[src/rtl/regfile_pkg.sv]
// Shared constants and clear-FSM state encoding for the parameterised register file.
package regfile_pkg;

    localparam int unsigned DefDataW = 32;
    localparam int unsigned DefDepth = 32;
    localparam int unsigned DefNumRd = 2;

    typedef enum logic {
        StIdle,
        StClear
    } clr_state_e;

endpackage

[src/rtl/regfile_clear_ctrl.sv]
// Clear-sweep controller: walks registers 1..DEPTH-1, one per cycle, then pulses done.
module regfile_clear_ctrl
    import regfile_pkg::*;
#(
    parameter int unsigned DEPTH  = DefDepth,
    parameter int unsigned ADDR_W = $clog2(DEPTH)
) (
    input  logic              i_clk,
    input  logic              i_rst,
    input  logic              i_clear_req,
    output logic              o_busy,
    output logic              o_clear_done,
    output logic              o_sweep_we,
    output logic [ADDR_W-1:0] o_sweep_addr
);

    clr_state_e        r_state;
    clr_state_e        w_state_next;
    logic [ADDR_W-1:0] r_cnt;
    logic              r_done;
    logic              w_last;

    assign w_last = (r_cnt == ADDR_W'(DEPTH - 1));

    always_ff @(posedge i_clk or posedge i_rst) begin
        if (i_rst) begin
            r_state <= StIdle;
        end else begin
            r_state <= w_state_next;
        end
    end

    always_comb begin
        w_state_next = r_state;
        case (r_state)
            StIdle:  if (i_clear_req) w_state_next = StClear;
            StClear: if (w_last)      w_state_next = StIdle;
            default: w_state_next = StIdle;
        endcase
    end

    // Counter idles at 1 so a new sweep starts on register 1 without extra load logic.
    always_ff @(posedge i_clk or posedge i_rst) begin
        if (i_rst) begin
            r_cnt  <= ADDR_W'(1);
            r_done <= 1'b0;
        end else begin
            r_done <= (r_state == StClear) && w_last;
            if (r_state == StClear) begin
                r_cnt <= w_last ? ADDR_W'(1) : r_cnt + ADDR_W'(1);
            end
        end
    end

    always_comb begin
        o_busy       = (r_state == StClear);
        o_sweep_we   = (r_state == StClear);
        o_sweep_addr = r_cnt;
        o_clear_done = r_done;
    end

endmodule

[src/rtl/param_register_file.sv]
// Multi-read-port register file with hardwired-zero register 0 and a sweeping clear.
// Define PARAM_REGISTER_FILE_BYPASS_EN to forward an accepted write to same-cycle reads.
module param_register_file
    import regfile_pkg::*;
#(
    parameter int unsigned DATA_W = DefDataW,
    parameter int unsigned DEPTH  = DefDepth,
    parameter int unsigned NUM_RD = DefNumRd,
    localparam int unsigned ADDR_W = $clog2(DEPTH)
) (
    input  logic                     clk,
    input  logic                     reset,
    input  logic                     write,
    input  logic [ADDR_W-1:0]        regNo,
    input  logic [DATA_W-1:0]        writeData,
    input  logic [NUM_RD*ADDR_W-1:0] readRegs,
    output logic [NUM_RD*DATA_W-1:0] readData,
    input  logic                     clearReq,
    output logic                     busy,
    output logic                     clearDone
);

    logic [DATA_W-1:0] r_mem [DEPTH];
    logic              w_busy;
    logic              w_sweep_we;
    logic [ADDR_W-1:0] w_sweep_addr;
    logic              w_wr_en;

    regfile_clear_ctrl #(
        .DEPTH  (DEPTH),
        .ADDR_W (ADDR_W)
    ) u_clear_ctrl (
        .i_clk        (clk),
        .i_rst        (reset),
        .i_clear_req  (clearReq),
        .o_busy       (w_busy),
        .o_clear_done (clearDone),
        .o_sweep_we   (w_sweep_we),
        .o_sweep_addr (w_sweep_addr)
    );

    assign busy    = w_busy;
    assign w_wr_en = write && !w_busy && (regNo != '0) && (32'(regNo) < DEPTH);

    // Entry 0 is never addressed by either write source, so it stays at its reset zero.
    always_ff @(posedge clk or posedge reset) begin
        if (reset) begin
            for (int i = 0; i < DEPTH; i++) begin
                r_mem[i] <= '0;
            end
        end else begin
            for (int i = 0; i < DEPTH; i++) begin
                if (w_sweep_we && (w_sweep_addr == ADDR_W'(i))) begin
                    r_mem[i] <= '0;
                end else if (w_wr_en && (regNo == ADDR_W'(i))) begin
                    r_mem[i] <= writeData;
                end
            end
        end
    end

    always_comb begin
        logic [ADDR_W-1:0] w_rd_addr;
        w_rd_addr = '0;
        readData  = '0;
        for (int k = 0; k < NUM_RD; k++) begin
            w_rd_addr = readRegs[k*ADDR_W +: ADDR_W];
            if ((w_rd_addr != '0) && (32'(w_rd_addr) < DEPTH)) begin
                readData[k*DATA_W +: DATA_W] = r_mem[w_rd_addr];
            end
`ifdef PARAM_REGISTER_FILE_BYPASS_EN
            if (w_wr_en && (w_rd_addr == regNo)) begin
                readData[k*DATA_W +: DATA_W] = writeData;
            end
`endif
        end
    end

endmodule

[config.mk]
export PLATFORM = sky130hd
export DESIGN_NAME = param_register_file
export DESIGN_NICKNAME = d
export VERILOG_FILES = /design/src/rtl/regfile_pkg.sv /design/src/rtl/regfile_clear_ctrl.sv /design/src/rtl/param_register_file.sv
export SDC_FILE = /design/constraint.sdc
export NUM_CORES = 2
export LEC_CHECK = 0
export CORE_ASPECT_RATIO = 2
export CORE_MARGIN = 5
export CORE_UTILIZATION = 55
export DETAILED_ROUTE_END_ITERATION = 6
export PLACE_DENSITY = 0.75
export SYNTH_ARGS = -nofsm -noshare
export SYNTH_HDL_FRONTEND = slang
export SYNTH_SLANG_ARGS = --single-unit
[constraint.sdc]
create_clock -name clk -period 38.3 [get_ports clk]
set_clock_uncertainty 0.1 [all_clocks]
set_input_delay 9.575 -clock clk [delete_from_list [all_inputs] [get_ports clk]]
set_output_delay 9.575 -clock clk [all_outputs]
set_load 0.02 [all_outputs]
==> results.json <==
{
  "synth-adder-area-share": 0.00141,
  "postSynth.topFlopCell": "sky130_fd_sc_hd__dfrtp_1",
  "log.warning_count": 45,
  "final_period_minus_worst_setup_slack_ps": 24280,
  "critical_path_class": "in2out",
  "cell_type_with_the_largest_total_area_after_synthesis": "sky130_fd_sc_hd__dfrtp_1",
  "netlist_instances": 3795,
  "hp-class": "reg2reg",
  "number_of_cell_instances_after_yosys_synthesis": 3795,
  "run_status": "complete, no violations",
  "synth.ff_latch_count": 1031,
  "regToRegEndpoint": "r_mem[458]",
  "crit_end_element": "primary output",
  "maximum_clock_insertion_buffer_count": 3,
  "cts_hold_buf": 0,
  "timing_worst_slew_pin_value_ps": 1440,
  "p_total_mw": 3.49,
  "fin_ws_ps": 14020,
  "syn_area_mm2": 0.0532,
  "layout_top_cell_excl_fill_tap": "sky130_fd_sc_hd__dfrtp_1",
  "met3RoutedLength_um": 24000,
  "final.setup.tns_ps": 0,
  "synthToLayoutAreaGrowth_pct": 10.1,
  "timing.critical_path.buf_inv": 3,
  "netlist.top_cell.by_instances": "sky130_fd_sc_hd__dfrtp_1"
}
## registers in the layout (all words and copies together), names as in the netlist
name                       cells
r_mem                       1024
u_clear_ctrl.o_clear_done      1
u_clear_ctrl.o_sweep_addr      5
u_clear_ctrl.o_busy            1
## layout make-up
| class | instances | area (um2) |
|---|---|---|
| Sequential cell | 1031 | 25800 |
| Multi-Input combinational cell | 2254 | 25600 |
| Timing Repair Buffer | 248 | 2170 |
| Tap cell | 1222 | 1530 |
| Fill cell | 7139 | 37500 |
| Inverter | 9 | 37.5 |
| Antenna cell | 3 | 7.51 |
| Clock buffer | 127 | 2710 |
| Clock inverter | 44 | 688 |
## where the power goes
part           switching, mW  internal, mW
logic                  0.450         0.436
clock network          0.443         0.611
registers              0.216          1.33
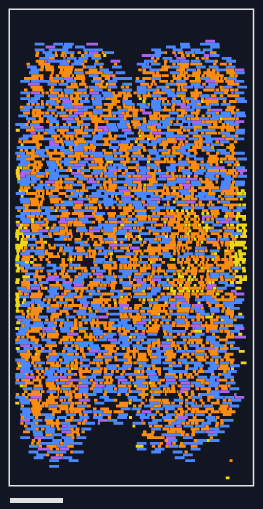
*Placement by cell class*
Scale bar: 50 um.
- clock drivers and dummy loads: purple (cells 171; share of their area 6.0%)
- remaining logic cells: orange (cells 2263; share of their area 45%)
- remaining buffers and delay cells: yellow (cells 248; share of their area 3.8%)
- registers: blue (cells 1031; share of their area 45%)
number of placement rows: 161
final core utilization: 0.610
Design Area, Final: 0.0586 mm2

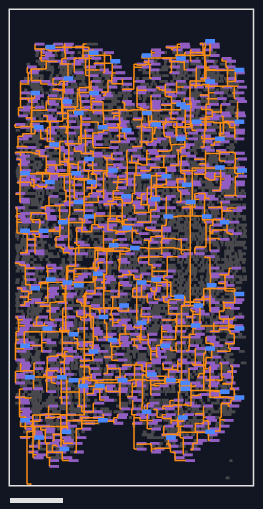
*Clock network drawn from the DEF*
Scale bar: 50 um.
- clock-net drivers: blue (count 94)
- clock wires: orange (length 12600 um)
- flip-flops: purple (count 1031)
- routed clock nets: 95
clk pwr: 1.05 mW
fraction of power consumed by the clock network: 0.302
clk latency late pin: 700 ps

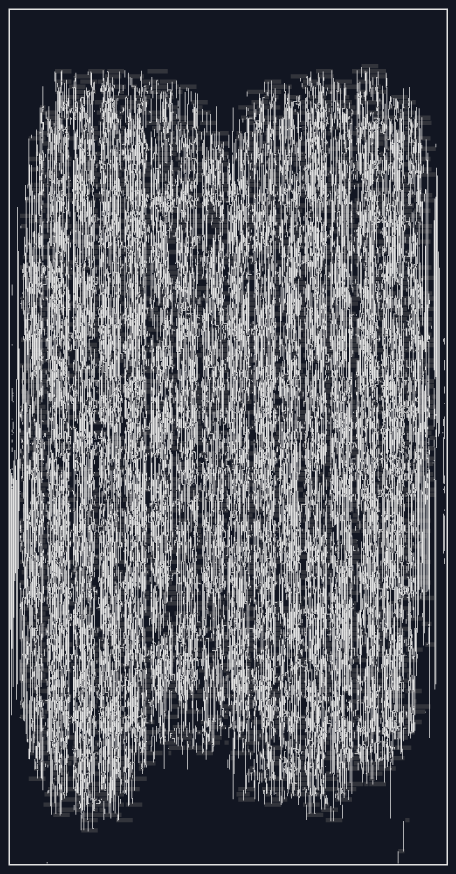
*Met2 routing*
Cells faint in the background.
- main direction: vertical
- wire length on this layer: 91.4 mm
Total Wirelength: 203000 um
vias post-DR: 41100

Power figures rest on the tool's default switching activity, not on a simulated workload.
